**config.mk**
```make
export PLATFORM = sky130hd
export DESIGN_NAME = demux4_dispatch_ctrl
export DESIGN_NICKNAME = d
export VERILOG_FILES = /design/src/rtl/demux4_dispatch_ctrl.sv
export SDC_FILE = /design/constraint.sdc
export NUM_CORES = 1
export LEC_CHECK = 0
export ABC_AREA = 1
export CAP_MARGIN = 5
export CELL_PAD_IN_SITES_DETAIL_PLACEMENT = 1
export CELL_PAD_IN_SITES_GLOBAL_PLACEMENT = 2
export CORE_MARGIN = 2
export CORE_UTILIZATION = 35
export CTS_CLUSTER_SIZE = 20
export DETAILED_ROUTE_END_ITERATION = 10
export DONT_BUFFER_PORTS = 1
export PLACE_DENSITY = 0.81
export SETUP_SLACK_MARGIN = 0.1
export SLEW_MARGIN = 30
export SYNTH_ARGS = -nofsm -noshare
export SYNTH_HDL_FRONTEND = slang
export SYNTH_SLANG_ARGS = --single-unit
```
**constraint.sdc**
```tcl
create_clock -name clk -period 2.5 [get_ports clk]
set_input_delay 0.25 -clock clk [delete_from_list [all_inputs] [get_ports clk]]
set_output_delay 0.25 -clock clk [all_outputs]
set_load 0.02 [all_outputs]
```
**src/rtl/demux4_dispatch_ctrl.sv**
```systemverilog
// Single-word buffered dispatch controller for a 1:4 demux (round-robin or fixed target).
// Optional per-destination delivery counters are enabled by defining DISPATCH_COUNT_EN.
module demux4_dispatch_ctrl #(
  parameter int DATA_W  = 8,
  parameter int TIMEOUT = 15,
  parameter int TO_W    = 4
) (
  input  logic              clk,
  input  logic              rst_n,
  input  logic              mode,
  input  logic [1:0]        fix_sel,
  input  logic              in_valid,
  output logic              in_ready,
  input  logic [DATA_W-1:0] in_data,
  output logic [DATA_W-1:0] out_data,
  output logic [3:0]        out_valid,
  input  logic [3:0]        out_ready,
  output logic [1:0]        dmx_sel,
  output logic              dmx_en,
  output logic              busy,
  output logic              timeout
`ifdef DISPATCH_COUNT_EN
  ,
  output logic [31:0]       cnt_out
`endif
);

  localparam logic [0:0] ST_EMPTY = 1'b0;
  localparam logic [0:0] ST_FULL  = 1'b1;

  logic [0:0]      state;
  logic [1:0]      target;
  logic [1:0]      rr_ptr;
  logic [1:0]      rr_ptr_next;
  logic [1:0]      target_inc;
  logic [1:0]      cap_target;
  logic [TO_W-1:0] stall_cnt;
  logic            fire;
  logic            capture;
  logic            stall_hit;

  assign busy       = (state == ST_FULL);
  assign fire       = busy & out_ready[target];
  // Combinational from out_ready so a draining buffer can refill in the same cycle.
  assign in_ready   = ~busy | fire;
  assign capture    = in_valid & in_ready;
  assign target_inc = target + 2'd1;

  // The pointer must already reflect a delivery happening this cycle so that
  // back-to-back words in round-robin mode walk 0,1,2,3 without repeats.
  assign rr_ptr_next = (fire && !mode) ? target_inc : rr_ptr;
  assign cap_target  = mode ? fix_sel : rr_ptr_next;

  generate
    if (TIMEOUT == 0) begin : g_no_timeout
      assign stall_hit = 1'b0;
    end else begin : g_timeout
      assign stall_hit = busy & ~fire & (stall_cnt == TO_W'(TIMEOUT - 1));
    end
  endgenerate

  // NOTE: sequential state uses non-blocking assignments so every register
  // samples pre-edge values regardless of statement order.
  always_ff @(posedge clk) begin
    if (!rst_n) begin
      state     <= ST_EMPTY;
      target    <= 2'd0;
      rr_ptr    <= 2'd0;
      stall_cnt <= '0;
      out_data  <= '0;
      timeout   <= 1'b0;
    end else begin
      timeout <= stall_hit;

      if (fire && !mode) begin
        rr_ptr <= target_inc;
      end

      if (capture) begin
        out_data <= in_data;
        target   <= cap_target;
        state    <= ST_FULL;
      end else if (fire) begin
        state <= ST_EMPTY;
      end else if (stall_hit && !mode) begin
        // Stuck consumer in round-robin mode: offer the same word to the next one.
        target <= target_inc;
      end

      if (!busy || fire || stall_hit || (TIMEOUT == 0)) begin
        stall_cnt <= '0;
      end else begin
        stall_cnt <= stall_cnt + TO_W'(1);
      end
    end
  end

  // NOTE: every combinational output gets a default first so no path can infer a latch.
  always_comb begin
    out_valid = 4'b0000;
    if (busy) begin
      out_valid = 4'b0001 << target;
    end
  end

  // target only changes on capture or retarget, so it naturally holds the last select when empty.
  assign dmx_sel = target;
  assign dmx_en  = busy;

`ifdef DISPATCH_COUNT_EN
  logic [7:0] disp_cnt [4];

  // NOTE: the counter array is tiny and visible on a port, so it is reset like any other register.
  always_ff @(posedge clk) begin
    if (!rst_n) begin
      for (int i = 0; i < 4; i++) begin
        disp_cnt[i] <= 8'd0;
      end
    end else if (fire) begin
      disp_cnt[target] <= disp_cnt[target] + 8'd1;
    end
  end

  assign cnt_out = {disp_cnt[3], disp_cnt[2], disp_cnt[1], disp_cnt[0]};
`endif

endmodule

```
==> changes_impl.md, run 1 <==
## Implementation

* Startpoint of the most critical hold path: rst_n
* Simple-gate share of the synthesized area at 0.328
* Fraction of standard cell area in multi-input logic at 0.495
* Share of total power in the clock network at 0.292
* Data arrival, critical path at 1.42 ns
* DRC violation count after routing at 0
* Result of the run: completed
* Via-to-Cell Ratio at 4.94
* Final period demand of the worst path at 1.67 ns
* Resize count post-CTS at 0
* CP Capture Point: in_ready
* Worst slack at placement at ~0.8 ns
* Highest Clock Rate at about 600 MHz
* Internal power at 0.000427 W
* Max-cap viol count at 0
* Met3 GRT Util at 0.0323
* Most used cell along the critical path: sky130_fd_sc_hd__nand2_4
* Total global routing overflow at 0
* Number of buffers added by the clock tree synthesis step at 3
* Flip-flop count of the largest register after layout at 8
* Largest driver fanout on the critical path at 7
* Length of the first detailed-routing pass in iterations at 2
* Cells after DPL at about 140
* Count of yosys warnings during synthesis at 0
* Top metal layer carrying routed signals: met4
* Largest contributor to cell area by class: logic gates
* Total wire length at between 1500 and 2000 microns
* Area post-placement at 920 sq um
* Fraction of layout instances using a drive strength above 1 at 0.150
* Multi-input logic area at 473 sq um
* Met2 routed wirelength at 945 microns
* Sort of element at the end of the critical path: output port
* Setup repair bufs after CTS at 0
* Multi-input combinational gate total at just under 80
* Endpoint of the worst hold-timing path: dmx_sel[0]
* Root Driver: sky130_fd_sc_hd__clkbuf_4
* Regs by FF count: out_data x8, stall_cnt x4
* Average wire per standard cell at roughly 13 microns
* Via count of the first global-routing pass at 717
* Final total power at slightly above 0.0006 W
* Violation tally from detailed-route iteration zero at 1
* Flip-flop and latch count after synthesis at 18
* Setup repair after global routing missed its margin: no
* Clock Network Area Fraction at 0.0380
* Adder and majority gate portion of the synthesized area at 0.0828
* Post-route standard cell area excluding fillers at about 960 sq um
* Final-layout non-clock buffer area share at 0.00785
* Cycle use final at 0.668
* Cell depth of the worst setup path at 5
* HPWL after detailed placement at about 1500 microns
* Synth Net Count at approximately 140
* Most heavily used metal layer in global routing: met2
* Depth of the worst register-to-register path at 9
* Top reg by flops: out_data
* Power share of the sequential group at 0.544
* Data required time of the worst path at approximately 2.3 ns
* Leading register cell type out of synthesis: sky130_fd_sc_hd__dfxtp_1
* Unique cell type count in the Yosys netlist at 25
* Share of the synthesized area in the top cell type at 0.397
* Count of clock-net buffers in the final layout at 4
* Classification of the worst setup path: reg -> out
* Power consumed by sequential cells at between 0.0003 and 0.0004 W
* Total number of H-tree levels at 1
* Number of hold violations in the final report at 0
* Number of ordinary and repair buffers in the finished layout at 1
* Mean instance size in the synthesized netlist at 8.17 sq um
* Number of antenna violations at the first check in global routing at 0
* Worst reg2reg setup slack at around 0.84 ns
* Number of instances in the synthesized netlist at 111
* Final estimated routing congestion in global placement at between 0.7 and 0.8
* Met1 Routed Length at roughly 780 microns
* Worst slew pin tran at around 0.42 ns
* Biggest area cells: sky130_fd_sc_hd__dfxtp_1 40%, sky130_fd_sc_hd__nor2_1 9.9%, sky130_fd_sc_hd__ha_1 8.3%
* Most used cells in the layout excluding fill and tap cells: 24 x sky130_fd_sc_hd__nor2_1, 18 x sky130_fd_sc_hd__dfxtp_1, 12 x sky130_fd_sc_hd__nand2_1
* Biggest cell delay along the critical path at 0.57 ns
* Cell area after technology mapping at 907 sq um
* Routed length on met3 at 160 microns
* Cells on Worst Hold Path at 2
* Utilization after layout at 0.386
* Fraction of power spent switching nets at 0.310
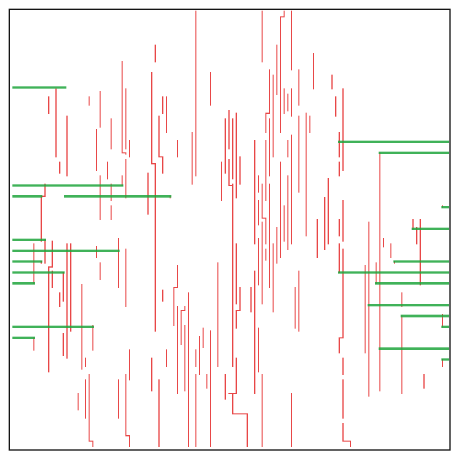
Run 1: wiring by layer
Drawn at 8 px/micron. Two of the layers only.
M2 -> red  # wire length 946 microns
M3 -> green  # wire length 160 microns

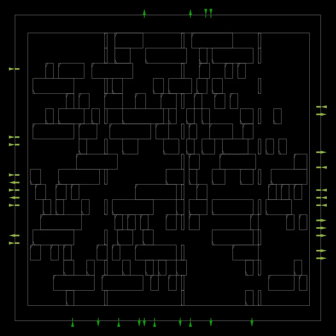
Run 1: cell placement
Layout fillers: 325
number of non-filler instances in the completed layout: 143
sequential cells: 18
Seq area share: 0.377

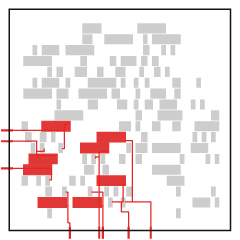
Run 1: wires at chosen ports, followed through buffers
Drawn at 4 px/micron.
out_data -> red  # direction output, edge 5 south, 3 west, end cells 8, buffers 0, wire 144 microns
number of input and output port buffers inserted: 0
top-level I/O count: 36

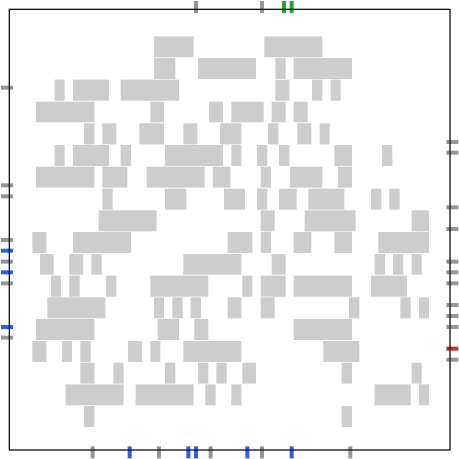
Run 1: pin map
Drawn at 8 px/micron. Pins as bars across the die edge, other pins in grey.
out_data -> blue  # pins 8, direction output, edge 5 south, 3 west
busy -> red  # pins 1, direction output, edge east
fix_sel -> green  # pins 2, direction input, edge north
die y size: 54.9 microns
floorplan die width: 54.9 microns

## Run 2: what changed since run 1
CORE_UTILIZATION = 29   (was 35)
PLACE_DENSITY = 0.72   (was 0.81)
clock period = 1.36 ns   (was 2.5 ns; I/O delays follow)
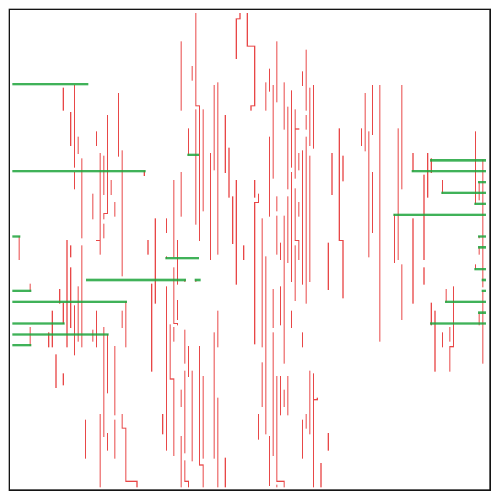
Run 2: wiring by layer
Drawn at 8 px/micron. Two of the layers only.
M3 -> green  # wire length 129 microns
M2 -> red  # wire length 1230 microns

==> changes_impl.md, run 2 <==
## Implementation

* Via-to-Cell Ratio at 4.80
* Total number of H-tree levels at 1
* Pin count of the biggest net entering global routing at 11
* Average wire per standard cell at between 10 and 15 microns
* Final total power at between 0.001 and 0.0015 W
* Top metal layer carrying routed signals: met4
* Worst slew pin tran at around 0.37 ns
* FF-to-FF Start: dmx_sel[0]
* Sort of element at the end of the critical path: flip-flop
* Number of antenna violations at the first check in global routing at 0
* Depth of the worst register-to-register path at 9
* Fraction of layout instances using a drive strength above 1 at 0.397
* Post-synth tally of flip-flops with integrated enable at 0
* Die y size at 59.9 microns
* Resize count post-CTS at 10
* Most used cells in the layout excluding fill and tap cells: 19 x sky130_fd_sc_hd__nor2_1, 14 x sky130_fd_sc_hd__dfxtp_1, 13 x sky130_fd_sc_hd__buf_4
* Cell area after technology mapping at 907 sq um
* Max power group: registers
* Max Root-Sink Buffers at 2
* Multi-input combinational gate total at between 70 and 80
* Most heavily used metal layer in global routing: met2
* First-pass GRT wire length at between 3000 and 4000 microns
* Flip-flop count of the largest register after layout at 8
* Setup repair after global routing missed its margin: yes
* Number of input and output port buffers inserted at 0
* Flip-flop and latch count after synthesis at 18
* Data arrival, critical path at roughly 1.5 ns
* Simple-gate share of the synthesized area at 0.328
* Cell depth of the worst setup path at 9
* Multi-input logic area at 531 sq um
* Top reg by flops: out_data
* Total wire length at approximately 2300 microns
* Via count of the first global-routing pass at between 800 and 900
* Synth Net Count at approximately 140
* Leading register cell type out of synthesis: sky130_fd_sc_hd__dfxtp_1
* Worst Hold Margin at -0.00896 ns
* Cell total in the yosys stat output at 111
* CP Capture Point: out_data[5]
* Biggest cell delay along the critical path at approximately 0.40 ns
* Number of non-filler instances in the completed layout at about 170
* Clk power at approximately 0.00034 W
* Length of the first detailed-routing pass in iterations at 3
* Post-route standard cell area excluding fillers at roughly 1200 sq um
* Slowest library cell on the worst path: sky130_fd_sc_hd__dfxtp_4
* Fraction of standard cell area in multi-input logic at 0.426
* Headroom to the max-slew limit at 0.750
* Largest contributor to cell area by class: logic gates
* Met2 routed wirelength at roughly 1200 microns
* Routed length on met3 at about 130 microns
* Count of yosys warnings during synthesis at 0
* Layout fillers at about 360
* Mean instance size in the synthesized netlist at about 8 sq um
* Power share of the sequential group at 0.493
* Seq area share at 0.299
* Adder and majority gate portion of the synthesized area at 0.0828
* Number of ordinary and repair buffers in the finished layout at 24
* Sequential cells at 18
* Count of clock-net buffers in the final layout at 4
* Endpoint of the worst hold-timing path: out_data[1]
* Area post-placement at just under 1000 sq um
* Largest driver fanout on the critical path at 8
* Setup repair bufs after CTS at 5
* Number of hold violations in the final report at 1
* Met1 Routed Length at 863 microns
* CP Launch Type: flip-flop
* Met3 GRT Util at 0.0346
* Number of buffers added by the clock tree synthesis step at 3
* Unique cell type count in the Yosys netlist at 25
* Final estimated routing congestion in global placement at between 0.7 and 0.8
* Biggest area cells: sky130_fd_sc_hd__dfxtp_1 40%, sky130_fd_sc_hd__nor2_1 9.9%, sky130_fd_sc_hd__ha_1 8.3%
* Worst reg2reg setup slack at slightly below 0.03 ns
* HPWL after detailed placement at ~1700 microns
* Classification of the worst setup path: reg -> reg
* Cycle use final at 0.979
* Final Slew Violations at 0
* Floorplan die width at 59.9 microns
* Cells on Worst Hold Path at 2
* Clock transition at the registers of the reported paths at approximately 0.11 ns
* Root Driver: sky130_fd_sc_hd__clkbuf_4
* Startpoint of the most critical hold path: in_data[1]
* Total global routing overflow at 0
* Violation tally from detailed-route iteration zero at 10
* Final-layout non-clock buffer area share at 0.170
* Failing checks: hold timing
* Share of total power in the clock network at 0.268
* Register Area at 373 sq um
* Share of the synthesized area in the top cell type at 0.397
* Fraction of power spent switching nets at 0.319
* DRC violation count after routing at 0
* Clock Network Area Fraction at 0.0291
* Worst slack at placement at -0.00692 ns
* Power consumed by sequential cells at just over 0.0006 W
* Data required time of the worst path at 1.56 ns
* Number of instances in the synthesized netlist at 111
* Die area at between 3000 and 4000 sq um
* Yosys top cell by instances: sky130_fd_sc_hd__nor2_1
* Result of the run: complete, but fails checks
* Top-level I/O count at 36
* Final period demand of the worst path at ~1.3 ns
* Regs by FF count: out_data x8, stall_cnt x4
* Cell type with the largest total area: sky130_fd_sc_hd__dfxtp_1
* Utilization after layout at 0.415
* Max-cap viol count at 0
* Cells after DPL at roughly 150
* Met1 track utilization from global routing at 0.147
* Internal power at between 0.0008 and 0.0009 W
* Clock tree from TritonCTS: done
* Highest Clock Rate at between 700 and 800 MHz
No activity file was given, so power comes from the tool's default toggle rates.
